[src/rtl/nlc_adc_int2fp_frontend.sv]
// Signed ADC sample to IEEE-754 float32 converter with per-channel tagging.
// Input capture, abs/sign, leading-one detect, then pack into the output registers.
module nlc_adc_int2fp_frontend #(
    parameter int ADC_W = 21,
    parameter int N_CH  = 16
) (
    input  logic                      clk_port,
    input  logic                      reset_port,
    input  logic signed [ADC_W-1:0]   ch_x_adc_port,
    input  logic                      srdyi_port,
    input  logic                      frame_start_port,
    output logic [31:0]               ch_x_fp_port,
    output logic [$clog2(N_CH)-1:0]   ch_idx_port,
    output logic                      srdyo_port,
    output logic                      frame_end_port
);

    localparam int CW = $clog2(N_CH);
    localparam int PW = $clog2(ADC_W);
    localparam logic [CW-1:0] LAST_CH = CW'(N_CH - 1);

    function automatic logic [ADC_W-1:0] abs_mag(input logic signed [ADC_W-1:0] x);
        abs_mag = x[ADC_W-1] ? $unsigned(-x) : $unsigned(x);
    endfunction

    function automatic logic [PW-1:0] lead_one(input logic [ADC_W-1:0] m);
        lead_one = '0;
        for (int i = 0; i < ADC_W; i++) begin
            if (m[i]) lead_one = PW'(i);
        end
    endfunction

    // The magnitude never exceeds 24 significant bits, so the pack is exact.
    function automatic logic [31:0] pack_fp(input logic sign, input logic [ADC_W-1:0] m,
                                            input logic [PW-1:0] p, input logic zero);
        logic [23:0] m24;
        logic [4:0]  sh;
        logic [7:0]  e;
        m24        = 24'(m);
        m24[5'(p)] = 1'b0;
        sh         = 5'd23 - 5'(p);
        e          = 8'd127 + 8'(p);
        m24        = m24 << sh;
        pack_fp    = zero ? 32'h0000_0000 : {sign, e, m24[22:0]};
    endfunction

    logic [CW-1:0]            r_cnt;
    logic [CW-1:0]            w_tag;
    logic                     r_vld_p0;
    logic                     r_vld_p1;
    logic                     r_vld_p2;
    logic signed [ADC_W-1:0]  r_x_p0;
    logic [CW-1:0]            r_tag_p0;
    logic                     r_sign_p1;
    logic [ADC_W-1:0]         r_mag_p1;
    logic [CW-1:0]            r_tag_p1;
    logic                     r_sign_p2;
    logic [ADC_W-1:0]         r_mag_p2;
    logic [PW-1:0]            r_pos_p2;
    logic                     r_zero_p2;
    logic [CW-1:0]            r_tag_p2;
    logic [31:0]              w_fp_p2;

    assign w_tag   = frame_start_port ? '0 : r_cnt;
    assign w_fp_p2 = pack_fp(r_sign_p2, r_mag_p2, r_pos_p2, r_zero_p2);

    always_ff @(posedge clk_port or negedge reset_port) begin
        if (!reset_port) begin
            r_cnt          <= '0;
            r_vld_p0       <= 1'b0;
            r_vld_p1       <= 1'b0;
            r_vld_p2       <= 1'b0;
            srdyo_port     <= 1'b0;
            frame_end_port <= 1'b0;
            ch_x_fp_port   <= 32'h0000_0000;
            ch_idx_port    <= '0;
        end else begin
            r_vld_p0 <= srdyi_port;
            if (srdyi_port) r_cnt <= w_tag + CW'(1);
            r_vld_p1 <= r_vld_p0;
            r_vld_p2 <= r_vld_p1;
            // output stage: data holds between valid samples, strobes are one-cycle
            srdyo_port     <= r_vld_p2;
            frame_end_port <= r_vld_p2 && (r_tag_p2 == LAST_CH);
            if (r_vld_p2) begin
                ch_x_fp_port <= w_fp_p2;
                ch_idx_port  <= r_tag_p2;
            end
        end
    end

    always_ff @(posedge clk_port) begin
        // p0: accepted sample and its channel tag
        if (srdyi_port) begin
            r_x_p0   <= ch_x_adc_port;
            r_tag_p0 <= w_tag;
        end
        // p1: sign and magnitude
        if (r_vld_p0) begin
            r_sign_p1 <= r_x_p0[ADC_W-1];
            r_mag_p1  <= abs_mag(r_x_p0);
            r_tag_p1  <= r_tag_p0;
        end
        // p2: leading-one position and zero flag
        if (r_vld_p1) begin
            r_sign_p2 <= r_sign_p1;
            r_mag_p2  <= r_mag_p1;
            r_pos_p2  <= lead_one(r_mag_p1);
            r_zero_p2 <= (r_mag_p1 == '0);
            r_tag_p2  <= r_tag_p1;
        end
    end

endmodule

[config.mk]
export PLATFORM = sky130hd
export DESIGN_NAME = nlc_adc_int2fp_frontend
export DESIGN_NICKNAME = d
export VERILOG_FILES = /design/src/rtl/nlc_adc_int2fp_frontend.sv
export SDC_FILE = /design/constraint.sdc
export NUM_CORES = 1
export LEC_CHECK = 0
export CAP_MARGIN = 20
export CELL_PAD_IN_SITES_DETAIL_PLACEMENT = 1
export CELL_PAD_IN_SITES_GLOBAL_PLACEMENT = 1
export CORE_MARGIN = 5
export CORE_UTILIZATION = 40
export DETAILED_ROUTE_END_ITERATION = 6
export GPL_TIMING_DRIVEN = 0
export PLACE_DENSITY = 0.83
export SYNTH_ARGS = -nofsm -noshare
export SYNTH_HDL_FRONTEND = slang
export SYNTH_SLANG_ARGS = --single-unit
[constraint.sdc]
create_clock -name clk_port -period 2.98 [get_ports clk_port]
set_clock_uncertainty 0.05 [all_clocks]
set_input_delay 0.596 -clock clk_port [delete_from_list [all_inputs] [get_ports clk_port]]
set_output_delay 0.596 -clock clk_port [all_outputs]
set_load 0.01 [all_outputs]
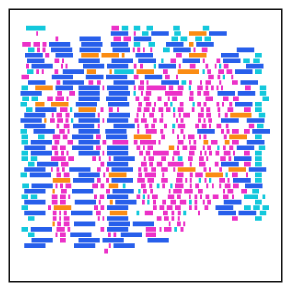
run_1/cell_classes.png
(2 px per µm)
| colour | class | cells | share of their area |
|---|---|---|---|
| cyan | other buffers and delay cells | 95 | 11% |
| magenta | all other logic | 383 | 34% |
| blue | flip-flops | 128 | 47% |
| orange | clock drivers and dummy loads | 32 | 7.6% |
post-route cell area: 7910 µm²
fraction of area in registers: 0.458
Rows: 45
area of the core: 15300 µm²

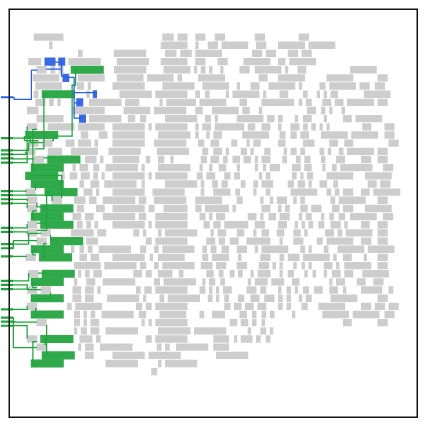
run_1/port_nets.png
(3 px per µm)
| colour | port | bits | direction | end cells | buffers | wire |
|---|---|---|---|---|---|---|
| blue | frame_start_port | 1 | input | 6 | 1 | 62.1 µm |
| green | ch_x_adc_port | 21 | input | 21 | 21 | 375 µm |

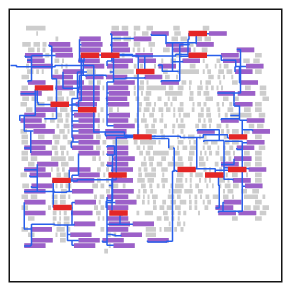
run_1/clock_map.png
(2 px per µm)
[blue] clock wires | length: 1680 µm
[purple] flip-flops | count: 128
[red] cells driving clock nets | count: 17
flops lie: all over the die

==> run 1: worst max-delay path by stage <==
stage	startpoint	end	cells past startpoint
floorplan	r_pos_p2[1]	ch_x_fp_port[21]	10
global placement	r_pos_p2[1]	ch_x_fp_port[21]	10
detailed placement	r_pos_p2[1]	ch_x_fp_port[21]	10
CTS	r_pos_p2[1]	ch_x_fp_port[21]	9
global route	r_pos_p2[3]	ch_x_fp_port[15]	9
finish	r_pos_p2[3]	ch_x_fp_port[15]	9
==> run 1: area by class of cell <==
cell class / count / area (µm²) / area share
sequential: 128 / 3620 / 0.458
timing repair buffer: 66 / 701 / 0.0886
buffer: 29 / 125 / 0.0158
tap: 211 / 264 / 0.0334
clock inverter: 10 / 109 / 0.0138
multi-input combinational: 362 / 2530 / 0.321
clock buffer: 22 / 474 / 0.0600
inverter: 21 / 80.1 / 0.0101
==> run 1: cell usage after synthesis, types with 6 or more instances <==
library cell | instances | area, µm²
nand3b_1 | 9 | 67.6
nor2b_1 | 17 | 106
ha_1 | 9 | 113
o31ai_1 | 9 | 67.6
a32o_1 | 6 | 60.1
xnor2_1 | 20 | 175
inv_1 | 19 | 71.3
nor2_1 | 29 | 109
edfxtp_1 | 83 | 2490
dfrtp_1 | 45 | 1130
nor3_1 | 8 | 40.0
nand3_1 | 11 | 55.1
mux2_2 | 9 | 101
o2bb2ai_1 | 14 | 123
a21oi_1 | 23 | 115
o21ai_0 | 24 | 120
clkbuf_1 | 22 | 82.6
buf_2 | 6 | 30.0
o22ai_1 | 6 | 37.5
nand2b_1 | 14 | 87.6
a32oi_1 | 6 | 52.6
mux2i_1 | 7 | 70.1
nand2_1 | 50 | 188
nor4_1 | 6 | 37.5
==> qor.yml, run 1 <==
final_timing:
  worst_slack_ns: 0.110
  hold_violations: 0
  fmax_ghz: 0.348
  fin_setup_tns_ns: 0
  hold_ws_ns: 0.370
  worst_pin_slew_ns: 0.943
detailed_routing:
  drt_wl_total_um: 16600
  vias: 4785
  dr_wl_met2_um: 8690
  highest_layer: "met4"
  route.detailed.wl_per_inst_um: 19.5
  drt-met1-wl_um: 6780
  drt_first_pass_iters: 5
  drc: 0
worst_setup_path:
  slowest_stage: "o32ai_1"
  reg2reg_slack_ns: 0.11
  worstRegToRegCells: 9
  worstPathMaxFanout: 11
  critPathTopFamily: "AND-OR/OR-AND gates"
  cp.required_ns: 3.24
  crit_chain: "inv_1 > clkbuf_4 > ha_1 > clkbuf_2 > and3b_1 > o32ai_1 > mux2_2 > a21oi_1 > o311ai_0"
  cp.arrival_ns: 3.13
  critPathCaptureType: "flip-flop"
  max_stage_delay_ns: 0.51
  reg2reg_from: "r_pos_p2[3]"
synth:
  synthAoiAreaFrac: 0.160
  ys_ff: 128
  yosys_warnings: 0
  ys_chip_area_um2: 6300
  yosys-stat-cells: 541
  ff_type: "edfxtp_1"
  simple_gate_share: 0.145
  ys_types: 62
  logic_family: "AND-OR/OR-AND gates"
  ys_seq_share: 0.574
  synth_cells: 541
  synth_async_sr_flop_share: 0.352
  syn_area_um2: 6300
  ys_sh_xor: 0.0292
  syn-num-nets: 575
  mux_share: 0.0415
  yosys.area_share.adder: 0.0179
cells_and_area:
  syn2layout_area_growth_pct: 25.5
  antenna_cells: 0
  largest_register_ffs: 32
  fin_util: 0.516
  lay_top_count: "edfxtp_1"
  drive_gt1_frac: 0.107
  regMostFlops: "ch_x_fp_port"
  instances_no_fill: 849
flow_run:
  cap_violations: 0
place:
  place_ws_ns: -0.497
  hpwl_um: 12100
power:
  p_sw_frac: 0.254
  clk-power_mw: 2.04
  p_seq_mw: 2.25
  pwr-share-seq: 0.449
  p_comb_frac: 0.143
  netSwitchingPower_mw: 1.28
  p_int_mw: 3.74
  power_leakage_nw: 2.92
  top_power_group: "registers"
  finalPower_mw: 5.02
  p_clk_frac: 0.408
floorplanning:
  die_w_um: 136
  initial_core_util: 0.411
  dieArea_um2: 18400
  ioPinCount: 63
worst_hold_path:
  min_to: "r_tag_p1[2]"
  hold_start: "r_tag_p0[2]"
clocking:
  clock_sinks: 128
  cts-root-buf: "clkbuf_16"
  cts_resized: 5
  postCtsHoldBufs: 1
  clk_path_buf_depth: 2
grt:
  grt_use_total: 0.186
  grt_pass1_wl_um: 26700
  grt_max_degree: 42
  overflow: 0
outcome:
  status: "complete, no violations"
--- run 2 (diff from run 1) ---
==> constraint.sdc (replaced) <==
create_clock -name clk_port -period 2.65 [get_ports clk_port]
set_clock_uncertainty 0.05 [all_clocks]
set_input_delay 0.53 -clock clk_port [delete_from_list [all_inputs] [get_ports clk_port]]
set_output_delay 0.53 -clock clk_port [all_outputs]
set_load 0.01 [all_outputs]
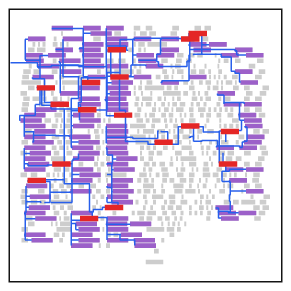
run_2/clock_map.png
(2 px per µm)
[red] cells driving clock nets | count: 17
[purple] flip-flops | count: 128
[blue] clock wires | length: 1560 µm
flops lie: all over the die
routed clock nets: 18
clk_lat worst skew: 0.42 ns
clock share of power: 0.409

==> run 2 against run 1 <==
Against the previous run: sequential power grew 12%; fmax is 10% higher; highest routed layer unchanged; sequential cell count is the same; global-route usage up 0.10 points; via count up 0.52%; largest power group unchanged; total power is 14% higher.
==> qor.yml, run 2 <==
floorplanning:
  dieArea_um2: 18400
  core_area_um2: 15300
  placementRows: 45
  die_w_um: 136
  ioPinCount: 63
  initial_core_util: 0.411
final_timing:
  hold_ws_ns: 0.370
  worst_pin_slew_ns: 0.947
  grt_setup_unrepaired: "true"
  fmax_ghz: 0.385
  hold_violations: 0
  fin_setup_tns_ns: 0
clocking:
  cts_made_buffers: 17
  clk_path_buf_depth: 2
  cts-root-buf: "clkbuf_16"
  clock_sinks: 128
power:
  p_sw_frac: 0.267
  p_seq_mw: 2.53
  p_comb_frac: 0.148
  power_leakage_nw: 3.01
  p_int_mw: 4.19
  pwr-share-seq: 0.442
  clk-power_mw: 2.34
  top_power_group: "registers"
  netSwitchingPower_mw: 1.52
cells_and_area:
  drive_gt1_frac: 0.154
  lay_top_count: "edfxtp_1"
  largest_register_ffs: 32
  area.combinational_um2: 2630
  regMostFlops: "ch_x_fp_port"
  antenna_cells: 0
  seq_area_um2: 3620
  syn2layout_area_growth_pct: 29.1
worst_setup_path:
  setup.worst_path.start: "r_pos_p2[1]"
  worstPathMaxFanout: 7
  reg2reg_from: "r_pos_p2[1]"
  critPathTopFamily: "simple AND/OR/NAND/NOR gates"
  cp.arrival_ns: 2.84
  cp.required_ns: 2.89
  crit_chain: "buf_4 > ha_1 > and3_1 > o32ai_2 > inv_1 > mux4_2 > or3_1 > o311ai_0"
  max_stage_delay_ns: 0.50
  slowest_stage: "edfxtp_1"
synth:
  top_cells_by_count: "83 x edfxtp_1, 50 x nand2_1, 45 x dfrtp_1"
  simple_gate_share: 0.145
  ys_sh_xor: 0.0292
  topCellsByArea: "edfxtp_1 40%, dfrtp_1 18%, nand2_1 3.0%, xnor2_1 2.8%, o2bb2ai_1 1.9%"
  syn-num-nets: 575
  ys_types: 62
  synthAoiAreaFrac: 0.160
  top_cell_area_share: 0.396
  ff_type: "edfxtp_1"
  synth-edff-count: 83
  yosys-stat-cells: 541
  synth_cells: 541
  synth_async_sr_flop_share: 0.352
  yosys.area_share.adder: 0.0179
  ys_seq_share: 0.574
  mux_share: 0.0415
  syn_area_um2: 6300
  yosysTopAreaCell: "edfxtp_1"
  ys_chip_area_um2: 6300
  top_cell: "edfxtp_1"
  logic_family: "AND-OR/OR-AND gates"
grt:
  overflow: 0
  grt_pass1_wl_um: 26700
  grt_max_degree: 42
  grt_use_total: 0.187
detailed_routing:
  drt_wl_total_um: 16800
  drc: 0
  vias: 4810
  drt_first_pass_iters: 5
  route.detailed.wl_per_inst_um: 19.5
flow_run:
  cap_violations: 0
worst_hold_path:
  hold_path_class: "flip-flop to flip-flop"
  hold_start: "r_tag_p1[2]"
outcome:
  status: "complete, no violations"
place:
  hpwl_um: 12000
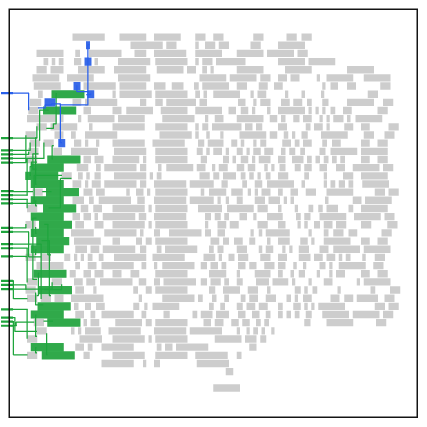
run_2/port_nets.png
(3 px per µm)
| colour | port | bits | direction | end cells | buffers | wire |
|---|---|---|---|---|---|---|
| green | ch_x_adc_port | 21 | input | 21 | 21 | 467 µm |
| blue | frame_start_port | 1 | input | 6 | 1 | 71.4 µm |

## run 2: per-layer routing
metal  share of wire  routed length [µm]  vias up  track usage
met5               0                   0        -            0
met4           0.029                 481        0       0.0823
met3           0.042                 712       39       0.0401
met2            0.52                8790      150        0.336
met1            0.41                6830     2372        0.213
li1                -                   -     2249            -
## run 2: final timing paths
kind                                     to  slack (ns)  cells past startpoint
min in group asynchronous  ch_x_fp_port[19]        0.42                      2
hold reg to reg                 r_tag_p2[2]        0.37                      0
hold / removal                  r_tag_p2[2]        0.37                      0
setup reg to reg           ch_x_fp_port[15]        0.05                      8
setup / recovery           ch_x_fp_port[15]        0.05                      8
max in group asynchronous          r_cnt[1]        1.69                      3
## run 2: per-stage QoR
step / cell area (µm²) / worst slack, ns / utilization / std cells
floorplan: 6300 / 0.148 / - / 541
global placement: 7190 / -0.513 / 0.469 / 814
detailed placement: 7230 / -0.634 / 0.472 / 816
CTS: 7940 / 0.00202 / 0.518 / 849
global route: 8130 / -0.0380 / 0.531 / 860
finish: 8130 / 0.0526 / 0.531 / 860
## run 2: what timing repair did
| action | 4_1_cts | 5_1_grt |
|---|---|---|
| hold buffers | 1 | 0 |
| endpoints found under the setup margin | 21 | 14 |
| setup buffers | 2 | 10 |
| endpoints found under the hold margin | 4 | 0 |
| gates resized | 21 | 25 |
| pin swaps | 0 | 7 |
## run 2: cell type report
| cell class | count | share of cell area |
|---|---|---|
| plain buffers | 28 | 0.0178 |
| clock buffers | 17 | 0.0523 |
| clock inverters | 15 | 0.0215 |
| inverters | 21 | 0.0103 |
| multi-input cells | 362 | 0.323 |
| flip-flops and latches | 128 | 0.445 |
| well taps | 211 | 0.0325 |
| repair buffers | 78 | 0.0972 |
Power figures rest on the tool's default switching activity, not on a simulated workload.
